--- src/rtl/baser_66b_encoder_if.sv ---
// rtl/baser_66b_encoder_if.sv - MII word in / 66b coded block out bundle for the 64B/66B encoder
interface baser_66b_encoder_if #(
  parameter int DATA_WIDTH = 64,
  parameter int HDR_WIDTH  = 2
);
  localparam int FRAME_WIDTH = DATA_WIDTH + HDR_WIDTH;
  localparam int CTRL_WIDTH  = DATA_WIDTH / 8;

  logic [DATA_WIDTH-1:0]  i_txd;
  logic [CTRL_WIDTH-1:0]  i_txc;
  logic [FRAME_WIDTH-1:0] o_tx_coded;

  // MII source side: drives the word and control lanes, observes coded blocks
  modport master (
    output i_txd,
    output i_txc,
    input  o_tx_coded
  );

  // Encoder side
  modport slave (
    input  i_txd,
    input  i_txc,
    output o_tx_coded
  );
endinterface

--- src/rtl/baser_66b_encoder.sv ---
// rtl/baser_66b_encoder.sv - 1.6TMII to 64B/66B transmit encoder; BASER_TX_FSM_EN enables the transmit sequence FSM
module baser_66b_encoder #(
  parameter int DATA_WIDTH  = 64,
  parameter int HDR_WIDTH   = 2,
  parameter int FRAME_WIDTH = DATA_WIDTH + HDR_WIDTH,
  parameter int CTRL_WIDTH  = DATA_WIDTH / 8
) (
  input  logic                  clk,
  input  logic                  i_rst_n,
  baser_66b_encoder_if.slave    mii,
  output logic [31:0]           o_block_count,
  output logic [31:0]           o_data_count,
  output logic [31:0]           o_ctrl_count,
  output logic [31:0]           o_err_block_count,
  output logic [31:0]           o_seq_err_count
);

  localparam logic [HDR_WIDTH-1:0]   SH_DATA    = 2'b10;
  localparam logic [HDR_WIDTH-1:0]   SH_CTRL    = 2'b01;
  localparam logic [FRAME_WIDTH-1:0] IDLE_BLOCK = {56'h0, 8'h1E, SH_CTRL};
  localparam logic [FRAME_WIDTH-1:0] E_BLOCK    = {{8{7'h1E}}, 8'h1E, SH_CTRL};

  typedef enum logic [2:0] {
    CLS_C,
    CLS_S,
    CLS_D,
    CLS_T,
    CLS_E
  } blk_class_t;

  // Only idle (0x07) and error (0xFE) are legal filler control characters
  function automatic logic idle_char(input logic [7:0] c);
    return (c == 8'h07) || (c == 8'hFE);
  endfunction

  // 8-bit MII control character to its 7-bit 66b code
  function automatic logic [6:0] map_char(input logic [7:0] c);
    return (c == 8'hFE) ? 7'h1E : 7'h00;
  endfunction

  // Block type for a terminate in lane n
  function automatic logic [7:0] term_type(input int n);
    logic [7:0] t;
    case (n)
      0:       t = 8'h87;
      1:       t = 8'h99;
      2:       t = 8'hAA;
      3:       t = 8'hB4;
      4:       t = 8'hCC;
      5:       t = 8'hD2;
      6:       t = 8'hE1;
      default: t = 8'hFF;
    endcase
    return t;
  endfunction

  logic [7:0]             lane [CTRL_WIDTH];
  blk_class_t             cls;
  logic [55:0]            payload;
  logic                   all_idle;
  logic                   tail_ok;
  logic [FRAME_WIDTH-1:0] enc;
  logic                   legal;
  logic [FRAME_WIDTH-1:0] tx_coded_q;

  // Split the MII word into byte lanes, lane 0 first on the wire
  always_comb begin
    for (int k = 0; k < CTRL_WIDTH; k++) begin
      lane[k] = mii.i_txd[8*k +: 8];
    end
  end

  // Classify the MII word and build its coded block assuming the transition is legal
  always_comb begin
    cls      = CLS_E;
    enc      = E_BLOCK;
    payload  = '0;
    all_idle = 1'b1;
    tail_ok  = 1'b0;
    for (int k = 0; k < CTRL_WIDTH; k++) begin
      all_idle = all_idle & idle_char(lane[k]);
    end

    if ((mii.i_txc == 8'hFF) && all_idle) begin
      for (int k = 0; k < CTRL_WIDTH; k++) begin
        payload[7*k +: 7] = map_char(lane[k]);
      end
      cls = CLS_C;
      enc = {payload, 8'h1E, SH_CTRL};
    end else if ((mii.i_txc == 8'hF1) && (lane[0] == 8'h9C)) begin
      // Ordered set in the first half; the second half of the word is not carried
      cls = CLS_C;
      enc = {28'h0, 4'h0, mii.i_txd[31:8], 8'h4B, SH_CTRL};
    end else if ((mii.i_txc == 8'h01) && (lane[0] == 8'hFB)) begin
      cls = CLS_S;
      enc = {mii.i_txd[63:8], 8'h78, SH_CTRL};
    end else if (mii.i_txc == 8'h00) begin
      cls = CLS_D;
      enc = {mii.i_txd, SH_DATA};
    end else begin
      for (int n = 0; n < CTRL_WIDTH; n++) begin
        tail_ok = (mii.i_txc == (8'hFF << n)) && (lane[n] == 8'hFD);
        for (int j = 0; j < CTRL_WIDTH; j++) begin
          if (j > n) begin
            tail_ok = tail_ok & idle_char(lane[j]);
          end
        end
        if (tail_ok) begin
          // Data lanes pack from bit 0; the trailing control chars land at 7*j,
          // which leaves exactly (7-n) zero pad bits between the two groups
          payload = '0;
          for (int j = 0; j < CTRL_WIDTH; j++) begin
            if (j < n) begin
              payload[8*j +: 8] = lane[j];
            end else if (j > n) begin
              payload[7*j +: 7] = map_char(lane[j]);
            end
          end
          cls = CLS_T;
          enc = {payload, term_type(n), SH_CTRL};
        end
      end
    end
  end

`ifdef BASER_TX_FSM_EN
  typedef enum logic [2:0] {
    TX_INIT,
    TX_C,
    TX_D,
    TX_T,
    TX_E
  } tx_state_t;

  tx_state_t state;
  tx_state_t next_state;
  logic      seq_err;

  // Legal block sequencing; anything else forces an E block and TX_E
  always_comb begin
    legal      = 1'b0;
    next_state = TX_E;
    case (state)
      TX_D: begin
        if (cls == CLS_D) begin
          legal      = 1'b1;
          next_state = TX_D;
        end else if (cls == CLS_T) begin
          legal      = 1'b1;
          next_state = TX_T;
        end
      end
      TX_E: begin
        if (cls == CLS_C) begin
          legal      = 1'b1;
          next_state = TX_C;
        end else if (cls == CLS_D) begin
          legal      = 1'b1;
          next_state = TX_D;
        end else if (cls == CLS_T) begin
          legal      = 1'b1;
          next_state = TX_T;
        end
      end
      default: begin
        if (cls == CLS_C) begin
          legal      = 1'b1;
          next_state = TX_C;
        end else if (cls == CLS_S) begin
          legal      = 1'b1;
          next_state = TX_D;
        end
      end
    endcase
    // A well-formed block arriving out of order is a sequence error, malformed input is not
    seq_err = !legal && (cls != CLS_E);
  end
`else
  assign legal           = (cls != CLS_E);
  assign o_seq_err_count = '0;
`endif

  // Register the coded block, the sequencing state and all block counters
  always_ff @(posedge clk) begin
    if (!i_rst_n) begin
      tx_coded_q        <= IDLE_BLOCK;
      o_block_count     <= '0;
      o_data_count      <= '0;
      o_ctrl_count      <= '0;
      o_err_block_count <= '0;
`ifdef BASER_TX_FSM_EN
      state             <= TX_INIT;
      o_seq_err_count   <= '0;
`endif
    end else begin
      tx_coded_q    <= legal ? enc : E_BLOCK;
      o_block_count <= o_block_count + 32'd1;
      if (legal && (cls == CLS_D)) begin
        o_data_count <= o_data_count + 32'd1;
      end else begin
        o_ctrl_count <= o_ctrl_count + 32'd1;
      end
      if (!legal) begin
        o_err_block_count <= o_err_block_count + 32'd1;
      end
`ifdef BASER_TX_FSM_EN
      state <= legal ? next_state : TX_E;
      if (seq_err) begin
        o_seq_err_count <= o_seq_err_count + 32'd1;
      end
`endif
    end
  end

  assign mii.o_tx_coded = tx_coded_q;

endmodule
--- src/flat_wrapper.sv ---
// flat-port wrapper written by rule: the top's interface ports become plain ports
module baser_66b_encoder_flat 
#(
  parameter int DATA_WIDTH  = 64,
  parameter int HDR_WIDTH   = 2,
  parameter int FRAME_WIDTH = DATA_WIDTH + HDR_WIDTH,
  parameter int CTRL_WIDTH  = DATA_WIDTH / 8
)
  (clk, i_rst_n, o_block_count, o_data_count, o_ctrl_count, o_err_block_count, o_seq_err_count, mii_i_txd, mii_i_txc, mii_o_tx_coded);
  baser_66b_encoder_if #(.DATA_WIDTH(DATA_WIDTH), .HDR_WIDTH(HDR_WIDTH)) mii_i ();
  input  logic clk;
  input  logic i_rst_n;
  output logic [31:0] o_block_count;
  output logic [31:0] o_data_count;
  output logic [31:0] o_ctrl_count;
  output logic [31:0] o_err_block_count;
  output logic [31:0] o_seq_err_count;
  input wire logic [$bits(mii_i.i_txd)-1:0] mii_i_txd;
  input wire logic [$bits(mii_i.i_txc)-1:0] mii_i_txc;
  output wire logic [$bits(mii_i.o_tx_coded)-1:0] mii_o_tx_coded;
  assign mii_i.i_txd = mii_i_txd;
  assign mii_i.i_txc = mii_i_txc;
  assign mii_o_tx_coded = mii_i.o_tx_coded;
  baser_66b_encoder #(.DATA_WIDTH(DATA_WIDTH), .HDR_WIDTH(HDR_WIDTH), .FRAME_WIDTH(FRAME_WIDTH), .CTRL_WIDTH(CTRL_WIDTH)) u_core (.clk(clk), .i_rst_n(i_rst_n), .mii(mii_i), .o_block_count(o_block_count), .o_data_count(o_data_count), .o_ctrl_count(o_ctrl_count), .o_err_block_count(o_err_block_count), .o_seq_err_count(o_seq_err_count));
endmodule
--- config.mk ---
export PLATFORM = sky130hd
export DESIGN_NAME = baser_66b_encoder_flat
export DESIGN_NICKNAME = d
export VERILOG_FILES = /design/src/rtl/baser_66b_encoder_if.sv /design/src/rtl/baser_66b_encoder.sv /design/src/flat_wrapper.sv
export SDC_FILE = /design/constraint.sdc
export NUM_CORES = 1
export LEC_CHECK = 0
export CORE_MARGIN = 2
export CORE_UTILIZATION = 47
export DETAILED_ROUTE_END_ITERATION = 12
export PLACE_DENSITY_LB_ADDON = 0.2
export SYNTH_ARGS = -nofsm -noshare
export SYNTH_HDL_FRONTEND = slang
export SYNTH_SLANG_ARGS = --single-unit
--- constraint.sdc ---
create_clock -name clk -period 3.3 [get_ports clk]
set_input_delay 0.66 -clock clk [delete_from_list [all_inputs] [get_ports clk]]
set_output_delay 0.66 -clock clk [all_outputs]
set_load 0.05 [all_outputs]
==> report_table.html <==
<p>Metrics extracted from the flow reports.</p>
<table>
<tr><th>Metric</th><th>Value</th></tr>
<tr><th colspan="2">Status</th></tr>
<tr><td>Status</td><td>completed</td></tr>
<tr><th colspan="2">Finish</th></tr>
<tr><td>Fraction of final layout cells with drive strength greater than 1</td><td>17.1%</td></tr>
<tr><td>Clock buffer count in the final layout</td><td>18</td></tr>
<tr><td>Buffers outside the clock class</td><td>approximately 460</td></tr>
<tr><td>Fraction of area in multi-input gates</td><td>37.3%</td></tr>
<tr><td>Number of ordinary inverters in the final layout</td><td>18</td></tr>
<tr><td>Comb gate area</td><td>5390 µm²</td></tr>
<tr><th colspan="2">Yosys</th></tr>
<tr><td>Ys cells</td><td>~1200</td></tr>
<tr><td>Most frequently used cell type in the post-synthesis netlist</td><td>dfxtp_1</td></tr>
<tr><td>FA/HA/MAJ Cells, Area Fraction</td><td>less than 1%</td></tr>
<tr><td>Ys flop type</td><td>dfxtp_1</td></tr>
<tr><td>Ys async rst share</td><td>0%</td></tr>
<tr><td>Number of standard cells after synthesis</td><td>1155</td></tr>
<tr><td>Multiplexer area fraction after synthesis</td><td>0.104%</td></tr>
<tr><td>Syn avg cell area</td><td>about 8.3 µm²</td></tr>
<tr><td>List of most frequent post-synthesis cells</td><td>dfxtp_1 (194), nor2_1 (142), nand2_1 (99)</td></tr>
<tr><td>Xor-xnor portion of the synthesized cell area</td><td>7.19%</td></tr>
<tr><td>Ys Warns</td><td>0</td></tr>
<tr><td>Post-synth EDFFs</td><td>0</td></tr>
<tr><td>Simple-gate portion of the synthesized area</td><td>29.7%</td></tr>
<tr><td>And-or/or-and share of the synthesized area</td><td>16.8%</td></tr>
<tr><td>Synthesized flop and latch total</td><td>just under 200</td></tr>
<tr><th colspan="2">Clock tree</th></tr>
<tr><td>Count of clock tree sinks</td><td>slightly below 200</td></tr>
<tr><td>Number of instances resized during post-cts repair</td><td>0</td></tr>
<tr><td>Post CTS Setup Buffer Count</td><td>0</td></tr>
<tr><td>CTS max path bufs</td><td>2</td></tr>
<tr><th colspan="2">Global routing</th></tr>
<tr><td>Number of antenna violations at the first check in global routing</td><td>0</td></tr>
<tr><th colspan="2">Critical path</th></tr>
<tr><td>Required time of the worst setup path</td><td>3.61 ns</td></tr>
<tr><td>Critical path data arrival time</td><td>3.54 ns</td></tr>
<tr><td>Register-to-Register Setup Slack</td><td>0.36 ns</td></tr>
<tr><td>Critical path endpoint</td><td>u_core.mii.o_tx_coded[21]$_SDFF_PN0_</td></tr>
<tr><td>Peak fanout along the critical path</td><td>10</td></tr>
<tr><td>Buffer and inverter count on the worst path</td><td>2</td></tr>
<tr><td>Largest stage delay on the critical path</td><td>0.57 ns</td></tr>
<tr><td>Worst setup SP type</td><td>input port</td></tr>
<tr><td>Critical path cell sequence</td><td>clkdlybuf4s50_1 &gt; or4_1 &gt; nor4_2 &gt; buf_4 &gt; o22ai_1 &gt; or4_4 &gt; o41a_4 &gt; and3_4 &gt; o21ai_2 &gt; o21ai_1</td></tr>
<tr><th colspan="2">Job</th></tr>
<tr><td>Max capacitance violation total</td><td>0</td></tr>
<tr><td>Count of warning messages emitted by the tools</td><td>29</td></tr>
<tr><th colspan="2">Power and ir drop</th></tr>
<tr><td>Leakage dissipation</td><td>5.35 nW</td></tr>
<tr><td>Fraction of power spent switching nets</td><td>28.7%</td></tr>
<tr><td>Internal power contribution</td><td>0.00366 W</td></tr>
<tr><td>Total power</td><td>between 0.005 and 0.006 W</td></tr>
<tr><td>Combinational share of power</td><td>12.3%</td></tr>
<tr><td>Sequential fraction of design power</td><td>a little under half</td></tr>
<tr><th colspan="2">STA</th></tr>
<tr><td>Post-layout minimum cycle time</td><td>3.23 ns</td></tr>
<tr><td>Post-route worst hold slack</td><td>0.494 ns</td></tr>
<tr><td>Final count of negative-setup-slack endpoints</td><td>0</td></tr>
<tr><td>Actual slew at the worst max-slew pin</td><td>0.609 ns</td></tr>
<tr><td>Final max-slew violation count</td><td>0</td></tr>
<tr><td>Maximum clock rate</td><td>310 MHz</td></tr>
<tr><td>Final worst path period share</td><td>a little over nine tenths</td></tr>
<tr><th colspan="2">Detailed routing</th></tr>
<tr><td>Detailed-route via count</td><td>10400</td></tr>
<tr><td>Routed wire length on met2</td><td>14.8 mm</td></tr>
<tr><td>Number of remaining DRC errors</td><td>0</td></tr>
<tr><td>Uppermost layer routed</td><td>met4</td></tr>
<tr><td>Wire length on met1</td><td>13.2 mm</td></tr>
<tr><td>Met3 Routed Length</td><td>2.60 mm</td></tr>
<tr><th colspan="2">Placement</th></tr>
<tr><td>Routability-driven placement congestion ratio</td><td>0.951</td></tr>
<tr><td>Number of placed instances with taps included</td><td>1838</td></tr>
<tr><th colspan="2">Min path</th></tr>
<tr><td>Capture endpoint of the worst hold path</td><td>u_core.o_block_count[0]$_SDFF_PN0_</td></tr>
<tr><td>Type of the most critical hold path</td><td>reg2reg</td></tr>
<tr><td>Worst hold path depth</td><td>1</td></tr>
<tr><th colspan="2">Die</th></tr>
<tr><td>Starting utilization of the core area</td><td>approximately 48%</td></tr>
</table>
==> power groups by stage <==
stage,registers (W),logic [W],clock network (W)
after floorplan,0.00255,0.000217,0
final,0.00239,0.000630,0.00210
after detailed placement,0.00245,0.000620,0
after global routing,0.00240,0.000661,0.00223
after global placement,0.00245,0.000615,0
after CTS,0.00239,0.000622,0.00213
==> metal layers <==
metal / GRT usage, % / up-vias
li1: - / 5007
met1: 35.5 / 4835
met2: 47.5 / 460
met3: 6.68 / 97
met4: 13.7 / 0
met5: 0 / -
==> registers in the layout (all words and copies together) (netlist names) <==
signal,cells
u_core.o_ctrl_count,32
u_core.mii.o_tx_coded,66
u_core.o_block_count,32
u_core.o_err_block_count,32
u_core.o_data_count,32
Fig. 1: port wiring
Drawn at 3 px/µm.
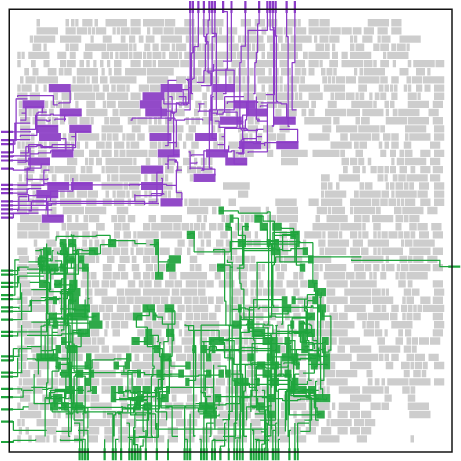
port	colour	direction	edge	end cells	buffers	wire
o_data_count	purple	output	17 north, 15 west	32	32	1700 µm
mii_i_txd	green	input	43 south, 20 west, 1 east	175	132	4740 µm
total I/O pin count: 300
count of input and output buffers: 267

Fig. 2: cells coloured by class
Drawn at 2 px/µm.
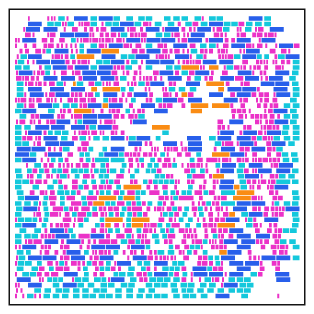
class	colour	cells
clock drivers and dummy loads	orange	32
all other logic	magenta	916
flip-flops	blue	194
other buffers and delay cells	cyan	459
flop share of the area: 26.9%
summed area of non-filler cells in the final layout: 14500 µm²
Placeable Area: 20200 µm²
Std-Cell Rows: 52

Fig. 3: placement view
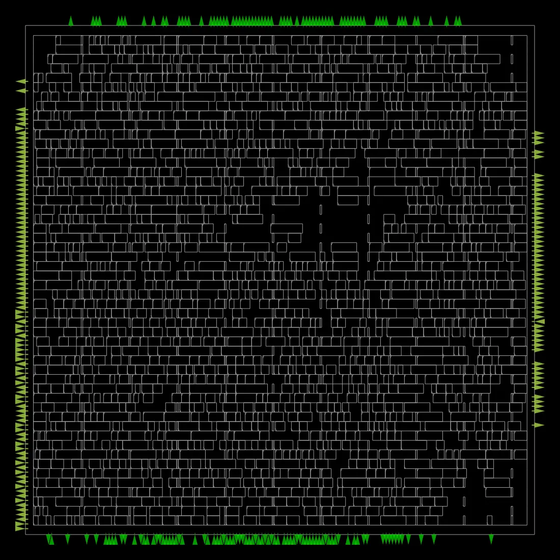
number of cells in the finished layout apart from fillers: 1871
# Taps: 270
post-layout utilization of the core: 71.7%
seq_cells: 194
FILL cells: 1623

Fig. 4: clock network drawn from the DEF
Drawn at 2 px/µm.
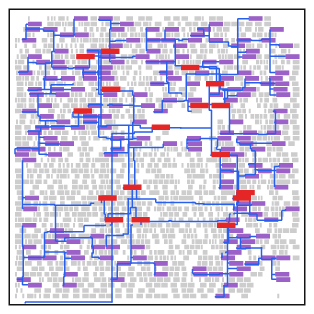
[flip-flops] purple | count: 194
[cells driving clock nets] red | count: 17
[clock wires] blue | length: 2450 µm
flops lie	spread over the die
routed clock nets	18
Clk pwr share: 41.0%
worst clock skew: 0.0116 ns
power in the clock group: 0.00210 W
Worst-Skew Late Latency: 0.44 ns

Power and IR drop assume default switching activity.
